Design neo_pixel_receiver, sky130hd; sources not shown.
Fig. 1: run 1, signal wires by layer
(3 px per um)
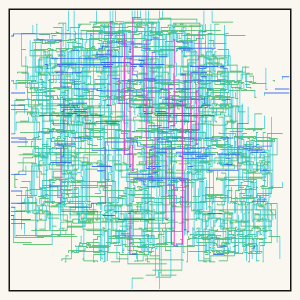
- blue: M3 (wire length 978 um)
- cyan: M2 (wire length 6880 um)
- magenta: M4 (wire length 670 um)
- green: M1 (wire length 5140 um)
Total GRT Usage: 27.66%
Vias: 4836
Routed WL per cell: 16.31 um

Fig. 2: run 1, cell classes on the final placement
(3 px per um)
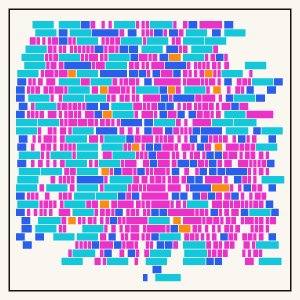
- cyan: registers (cells 95; share of their area 33%)
- magenta: remaining logic cells (cells 500; share of their area 45%)
- orange: clock drivers and dummy loads (cells 15; share of their area 2.2%)
- blue: remaining buffers and delay cells (cells 126; share of their area 20%)
sequential cell area share: 32.14%
core area: 0.007807 mm2
Finished Cell Area: 0.005991 mm2
final core utilization: 76.73%

Fig. 3: run 1, clock nets
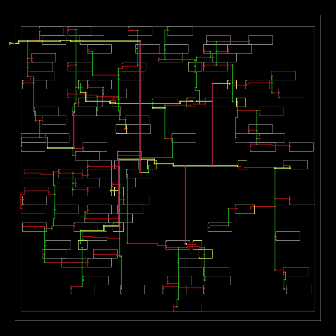
clk latency late pin: 470 ps
CLK BUF: 9
CTS buffer count: 9

==> notes.md, run 1 <==
impl run done, here's what came out: static leakage approximately 2.7 nW, WP depth 11, Fill cells 501, Worst path slowest cell dfxtp_2, # setup viols final 46, die width 93.31 um, cell type with the largest total area dfxtp_1, Post-Syn Area 0.004404 mm2, vias in the first global route 4401, period utilisation layout 120.2%, share of cells above drive strength 1 28.67%, largest delay contributor family on the critical path simple AND/OR/NAND/NOR gates, worst hold-check slack between 200 and 250 ps, Post-synth seq share 43.18%, #MultiIn Comb approximately 450, FF/Latch Area 0.001926 mm2, Tool Warnings 37, maxcap violations 0, Comb area about 0.0024 mm2, min Tclk post-route 1924 ps, fin. max-slew vios 0, ys flops 95, Critical Path Start Type flop, CP max stage delay between 300 and 400 ps, die area roughly 0.0087 mm2, final setup TNS -4483 ps, Row Count 32, Worst Path Arrival 2250 ps, Chip Height 93.31 um, Max VDD drop between 1 and 1.5 mV, flop count 95, first-pass GRT wire length just under 20000 um, yosys stat cell total a little over 600, Final Non-Filler Cells 838, yosys stat area 0.004404 mm2, Logic family by area simple AND/OR/NAND/NOR gates, fp_density 56.41%, n_diodes 0, WS Path Type flop to flop, final number of hold-violating endpoints 0, # port buffers 36, logic share of the area 40.79%, Tap Count 102, Non-clk invs ~54, Syn Area/Cell ~7 um2, NumNets Final 747, critical path fanouts, max 14, TritonCTS clock tree done, GRT overflow 0, clock slew at the register clock pins of the worst setup and hold paths 150 ps, XOR Share, Synth between 1 and 1.5%, outcome finished, violations left, Syn Inst Count 622, Max transition margin approximately three fifths, Signal buffers 126, R2R Setup Slk -320 ps, Antenna Nets Post-Route 0, Leading cell kind multi-input combinational cells, Area leader share 43.18%, biggest area cells dfxtp_1, nand2_1, nor2_1, o21ai_0, inv_1, Worst Tran Pin Value 600.5 ps, P&R area growth vs syn 36.02%, Hold Path Depth 3, yosys warns 0, AO/OA Area Share 13.04%, DRC 0, critical path required time 1920 ps, Synth mux share 0%, initial antenna violation count 0, CTS Sinks 95, max reg flops 24, fa+ha+maj area frac 3.409%, 1st-pass router iterations 5, CTS Hold Bufs 0, Synth cell types 31, Inst Count DP 808, CTS max path bufs 2, 1st-iter DRT viols approximately 390, largest net degree at the start of global routing 56, reg2reg path depth 11, CP Capture Type flop, via/cell ratio 5.771, root buf cell clkbuf_4, dpl cell area 0.005396 mm2, worst hold-check path type primary input to flop, Pwr Density 1249 mW/mm2, setup slack after placement -182.2 ps, Fmax achieved ~520 MHz, Non-Clock Buffer Area Fraction 19.32%, total power 7.485 mW, Worst Path Buf+Inv 2, IO Count 37, PnR worst setup slack -323.7 ps, RSZ-0062 raised after global routing true, Post-Syn Nets 637, Routability Congestion 0.8912, Max H-tree Level 3, DPL Wire Length 7518 um, and+or+nand+nor area frac 31.19%, DRT Wirelength 13670 um, clock-cell share of area 2.193%, failing checks setup timing, cell-by-cell trace of the critical path inv_1, ha_2, nor2_2, nand2_1, nand2_2, nand3_4, nand2_4, nor2_8, clkbuf_16, o21ai_1, nor2_1
[run 1: cell usage in the layout, fill, tap and decap left out, types with 11 or more instances in the layout]
cell type      instances
nand3_1               28
nand2_2               20
nor2_1               106
dfxtp_1               78
inv_1                 43
buf_4                 76
a21oi_1               32
o21ai_0               18
o21ai_1               32
nor3_1                11
dlygate4sd2_1         34
o21ai_2               17
dfxtp_2               16
nand2_1              116
[run 1: where the power goes]
part	internal, mW	switching, mW	total [mW]
registers	2.71	0.358	3.07
logic	1.39	1.73	3.12
clock network	0.357	0.933	1.29
[run 1: cells in the mapped netlist]
cell type	instances
xnor2_1	1
nor3b_1	1
inv_1	52
inv_2	2
nor2_8	1
nand3_1	32
nor3_4	1
nand2_4	1
buf_1	1
o21ai_0	46
nand4_2	1
nand2_1	140
a22oi_1	1
or2_2	1
buf_2	8
clkbuf_1	13
nand3_2	4
nor4_1	3
nor3_1	12
nand4_1	6
nand3b_1	1
buf_6	5
o211ai_1	1
nor2_1	120
dfxtp_1	95
o21ai_2	10
xor2_1	5
a21oi_4	1
ha_1	12
a21oi_1	34
o21ai_1	11
[run 1: cell families (layout without fill, tap and decap cells)]
family,after synthesis,after routing
xor gates and xnor gates,6,6
and+or+nand+nor,324,324
buffers and inverters,81,195
adders and majority gates,12,12
AOI/OAI and AO/OA,104,104
DFF,95,95
[run 1: routing by layer]
metal,track usage [%],up-vias,routed length [um]
li1,-,2210,-
met1,31.16,2258,5139
met2,50.66,295,6881
met3,5.528,73,977
met4,10.73,0,670
met5,0,-,0
[run 1: timing repair]
action,CTS,global route
cloned,0,4
setup buffers,6,5
gates resized,88,77
endpoints found under the setup margin,113,91
pin swaps,11,33
endpoints found under the hold margin,0,0
[run 1: worst min-delay path, stage by stage]
cell and delay (ps):
clkdlybuf4s50_1 410, inv_1 60, nor2_1 30
Fig. 4: run 1, cell density map
(4 px per um) 9 x 9 tiles, from black (low) to pale yellow (high), 0 to 100% covered.
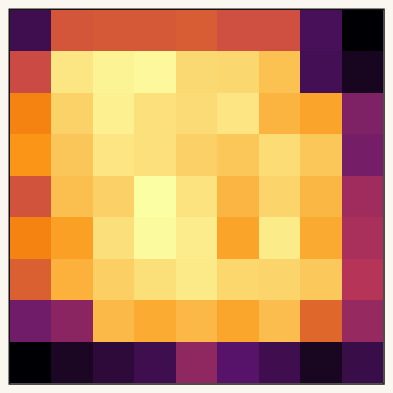

--- run 2 (diff from run 1) ---
--- a/config.mk
+++ b/config.mk
@@ -11,7 +11,7 @@
 export CTS_BUF_LIST = sky130_fd_sc_hd__clkbuf_4
 export CTS_CLUSTER_DIAMETER = 120
 export DETAILED_ROUTE_END_ITERATION = 10
-export GPL_TIMING_DRIVEN = 1
+export GPL_TIMING_DRIVEN = 0
 export PLACE_DENSITY = 0.87
 export SLEW_MARGIN = 20
 export SYNTH_ARGS = -nofsm -noshare
Fig. 5: run 2, cell density map
(4 px per um) 9 x 9 tiles, from black (low) to pale yellow (high), 0 to 100% covered.
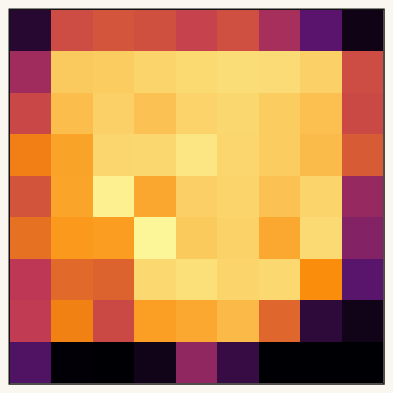
- emptiest ninth of the die: lower right
- densest ninth of the die: center
- nearly empty tiles: 6.2%
- tiles over 75% full: 53%
fp_density: 56.41%
final core utilization: 73.72%

==> notes.md, run 2 <==
impl run done, here's what came out: Logic family by area simple AND/OR/NAND/NOR gates, vias in the first global route 4416, Max H-tree Level 3, # setup viols final approximately 80, Top Layout Cells nand2_1, nor2_1, dfxtp_1, final number of hold-violating endpoints 0, # port buffers 36, Int Pwr a little over 4 mW, Syn Inst Count approximately 620, Flop pwr share between 40% and 50%, setup slack after placement -445.8 ps, WS Path Type flop to flop, 1st-iter DRT viols 472, Worst Path Arrival roughly 2100 ps, max reg flops 24, PnR worst setup slack -200.0 ps, EDFF count, synth 0, largest delay contributor family on the critical path simple AND/OR/NAND/NOR gates, Fill cells 559, Post-Syn Area 0.004404 mm2, Synth cell types 31, fa+ha+maj area frac 3.409%, Synth mux share 0%, Area leader share 43.18%, initial antenna violation count 0, clk latency late pin 480 ps, CP Capture Type flop, R2R Setup Slk -200 ps, CTS Sinks 95, fin. max-slew vios 0, root buf cell clkbuf_4, first-pass GRT wire length 19930 um, yosys warns 0, period utilisation layout 112.5%, die area 0.008707 mm2, main flop type dfxtp_1, min Tclk post-route 1800 ps, reg2reg path depth 11, Post-Syn Nets about 640, FF/Latch Area 0.001954 mm2, biggest area cells dfxtp_1, nand2_1, nor2_1, o21ai_0, inv_1, yosys stat area about 0.0044 mm2, logic gate share of total power 38.3%, CTS Hold Bufs 0, Sw Ratio 41.01%, WP depth 11, IO Count 37, CTS max path bufs 2, Fmax achieved 555.6 MHz, static leakage 2.509 nW, Clk pwr share 18.5%, Critical Path Start Type flop, TritonCTS clock tree done, Post-synth seq share 43.18%, failing checks setup timing, yosys stat cell total 622, Worst Path Buf+Inv 2, Pwr Density 1224 mW/mm2, Syn Area/Cell 7.081 um2, Comb area 0.002465 mm2, largest net degree at the start of global routing 20, Finished Cell Area ~0.0058 mm2, cell-by-cell trace of the critical path nor2_1, nand2_2, nor2_4, nand2_2, inv_1, nand3_2, nand2_4, nor2_8, buf_6, o21ai_1, nor2_1, 1st-pass router iterations 6, Max transition margin between 50% and 60%, core area ~0.0078 mm2, Synth top cells by count nand2_1, nor2_1, dfxtp_1, worst hold-check slack 219.9 ps, DPL Wire Length 7208 um, Routability Congestion 0.8501, CP max stage delay 350 ps, and+or+nand+nor area frac 31.19%, Inst Count DP 760, ys flops 95, P&R area growth vs syn 30.68%, Chip Height about 93 um, cell type with the largest total area dfxtp_1, clock slew at the register clock pins of the worst setup and hold paths 170 ps, Net Switching slightly below 3 mW, via/cell ratio roughly 5.8, worst hold-check path type primary input to flop, outcome finished, violations left, dpl cell area 0.004901 mm2, die width between 90 and 100 um, Worst path slowest cell dfxtp_1, maxcap violations 0, n_diodes 0, total power 7.044 mW, most used logic cell in the final layout nand2_1, Worst Tran Pin Value 603.5 ps, asr flop ratio synth 0%, Max VDD drop 0.7594 mV, DRC 0
Fig. 6: run 2, signal wires by layer
(3 px per um)
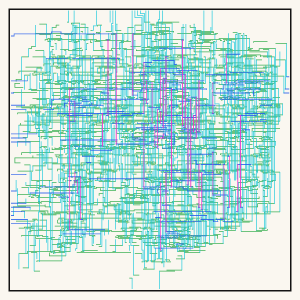
- green: M1 (wire length 5050 um)
- blue: M3 (wire length 987 um)
- cyan: M2 (wire length 7010 um)
- magenta: M4 (wire length 654 um)
DRT Wirelength: 13700 um
Vias: 4763
Routed WL per cell: 16.79 um
Total GRT Usage: 28.76%

## run 2: cell counts after synthesis
Identical to the previous run, type by type.
## run 2: timing repair
item	CTS	global route
pin swaps	14	21
resized	130	83
gates cloned	3	3
setup buffers	18	16
setup endpoints to repair	124	89
## run 2: tightest hold or removal path, delay by kind of cell
kind	cells	cell delay [ps]
buf+inv	2	450
simple gates	1	30
## run 2: cells by family after synthesis
group,count (synthesis)
simple gates,324
flops,95
xor+xnor,6
buf+inv,81
compound gates,104
fa+ha+maj,12
## run 2: routing by layer
| metal | global-route usage [%] | vias up | part of all wire (%) | wire length [um] |
|---|---|---|---|---|
| met4 | 15.28 | 0 | 4.8 | 654 |
| met3 | 5.366 | 83 | 7.2 | 987 |
| met5 | 0 | - | 0 | 0 |
| met2 | 50.54 | 297 | 51 | 7009 |
| met1 | 32.79 | 2209 | 37 | 5052 |
| li1 | - | 2174 | - | - |
## run 2: power groups by stage
| stage | registers (mW) | logic (mW) | clock network [mW] |
|---|---|---|---|
| after detailed placement | 3.03 | 1.91 | 0 |
| after floorplan | 2.96 | 1.56 | 0 |
| after global placement | 3.01 | 1.83 | 0 |
| after global routing | 3.08 | 2.92 | 1.40 |
| after CTS | 3.00 | 2.24 | 1.30 |
| final | 3.04 | 2.70 | 1.31 |
## run 2: layout make-up
class / count / share of cell area (%)
well taps: 102 / 2.217
clock buffers: 9 / 1.174
inverters: 54 / 3.783
clock inverters: 7 / 1.217
plain buffers: 27 / 3.848
flip-flops and latches: 95 / 33.96
repair buffers: 75 / 10.98
multi-input cells: 447 / 42.83
Power and IR drop assume default switching activity.
